==> config.mk <==
export PLATFORM = sky130hd
export DESIGN_NAME = conv_frame_sequencer
export DESIGN_NICKNAME = d
export VERILOG_FILES = /design/src/rtl/conv_pkg.sv /design/src/rtl/conv_frame_sequencer.sv
export SDC_FILE = /design/constraint.sdc
export NUM_CORES = 1
export LEC_CHECK = 0
export ABC_AREA = 1
export CAP_MARGIN = 15
export CORE_UTILIZATION = 35
export CTS_BUF_LIST = sky130_fd_sc_hd__clkbuf_8 sky130_fd_sc_hd__clkbuf_16
export CTS_CLUSTER_DIAMETER = 120
export CTS_CLUSTER_SIZE = 10
export DETAILED_ROUTE_END_ITERATION = 8
export GPL_ROUTABILITY_DRIVEN = 0
export PLACE_DENSITY = 0.68
export SLEW_MARGIN = 10
export SYNTH_ARGS = -nofsm -noshare
export SYNTH_HDL_FRONTEND = slang
export SYNTH_SLANG_ARGS = --single-unit
export TNS_END_PERCENT = 1
==> constraint.sdc <==
create_clock -name clk -period 1.65 [get_ports clk]
set_clock_uncertainty 0.15 [all_clocks]
set_input_delay 0.2475 -clock clk [delete_from_list [all_inputs] [get_ports clk]]
set_output_delay 0.2475 -clock clk [all_outputs]
set_load 0.05 [all_outputs]
### Met3 routing

Cells faint in the background.
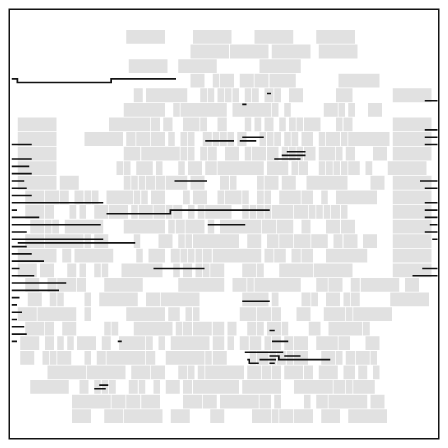
nets with wire on the layer: 60
main direction: horizontal
WL final: 5710 um
total number of vias: 2300
met3 usage: 4.57%

### Routed clock nets over the placement

The bar under the picture is 20 um long.
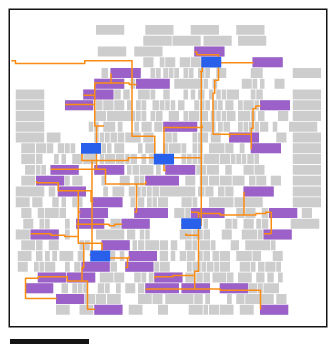
[purple] flip-flops | count: 41
[blue] clock-net drivers | count: 5
[orange] clock wires | length: 562 um
routed clock nets: 6
Clock Power: 737 uW
Clk pwr share: 20.3%
Late-Pin Clk Latency: 0.31 ns

### Clock wiring as the flow saved it

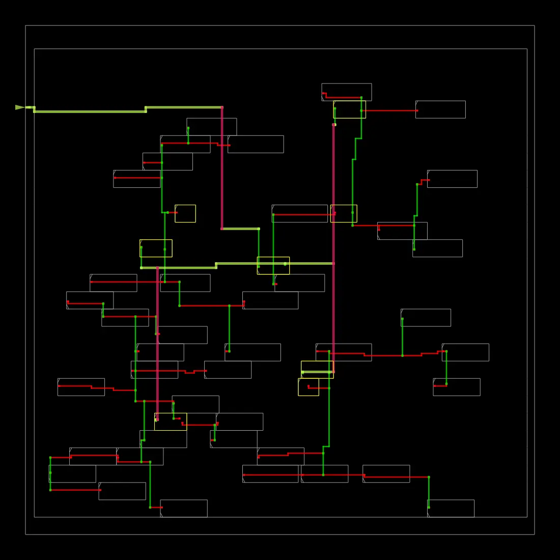
# clock sinks: 41
CLK BUF: 5
Num CTS Buffers: 5
registers: 41

==> results.toml <==
# generated from flow reports
[sta]
finalHoldViolations = 0
worst_pin_slew_ns = 0.236
fin_ws_ns = 0.0640
hold_ws_ns = 0.327
slew_headroom_pct = 84.1

[finish]
largest_reg_flops = 17
drive_gt1_share_pct = 37.5

[logic_synthesis]
synth_async_sr_flop_share_pct = 0
syn_nets = 336
ys_seq_share_pct = 38.7
ff_type = "dfxtp_1"
top_cell = "nand2_1"
syn_area_um2 = 2120
ys_area_um2 = 2120
synth-edff-count = 0

[die]
fp-utilization_pct = 37.3
chipHeight_um = 79.8
placementRows = 27
die_area_um2 = 6370

[flow_run]
warnings = 28

[power]
irDropWorstVdd_v = 0.000840
power.density_nw_per_um2 = 992
p_leak_nw = 1.56

[global_routing]
grt_pass1_vias = 2109
antenna_found_initial = 0

[status]
status = "finished, final reports clean"

[setup_path]
arrival_ns = 1.63

[worst_hold_path]
worst_hold_path.num_cells = 2

[placement]
place_ws_ns = -0.209

[routing]
routedWlPerCell_um = 11.7

[clock_tree]
clockBufferDepth = 2
clk_pin_slew_ns = 0.09
-- report_power, final --
part	total, mW	leakage, nW	internal [mW]	switching [mW]
sequential	1.23	0.343	1.12	0.119
clock	0.737	0.0511	0.319	0.418
combinational	1.66	1.17	0.645	1.01
total	3.63	1.56	2.08	1.55
-- worst max-delay path, cell delays in order (launching register included) --
cell and delay [ns]:
dfxtp_4 0.39, nor2_4 0.13, nand2_2 0.07, nand2_1 0.06, nand2_1 0.08, nor2_4 0.19
nand2_8 0.12, buf_4 0.16, nand3_1 0.05, o21ai_1 0.06
-- layout make-up --
| cell class | instances | area (um^2) | area share, % |
|---|---|---|---|
| clock buffers | 5 | 68.8 | 1.88 |
| clock inverters | 3 | 28.8 | 0.787 |
| inverters | 32 | 130 | 3.56 |
| multi-input cells | 215 | 1100 | 30.0 |
| flip-flops and latches | 41 | 858 | 23.5 |
| well taps | 72 | 90.1 | 2.46 |
| repair buffers | 120 | 1380 | 37.8 |
-- per-layer routing --
metal / global-route usage, % / wire [um]
met3: 4.57 / 323
met2: 32.2 / 2780
met4: 7.86 / 110
met5: 0 / 0
met1: 23.2 / 2500
-- metrics by stage --
step | utilization (%) | cells
finish | 64.5 | 488
CTS | 63.5 | 487
global route | 64.5 | 488
floorplan | - | 311
detailed placement | 61.6 | 479
global placement | 61.6 | 479
-- timing repair --
action                                  CTS  global route
resized                                   3            15
pin swaps                                 0             4
setup buffers                             0             1
endpoints found under the setup margin   10            32
-- cells in the final DEF, fill, tap and decap left out, drive strengths merged --
cell type and n:
ha 1, xnor2 2, clkdlybuf4s50 23, nor3 4, o21ai 27, nand4 4, o21bai 1, nand2 70
o21a 1, nor4 1, clkbuf 5, a31oi 1, inv 34, clkinv 1, buf 97, nand3 23
xor2 4, nor2 66, a21oi 10, dfxtp 41
Power and IR drop assume default switching activity.
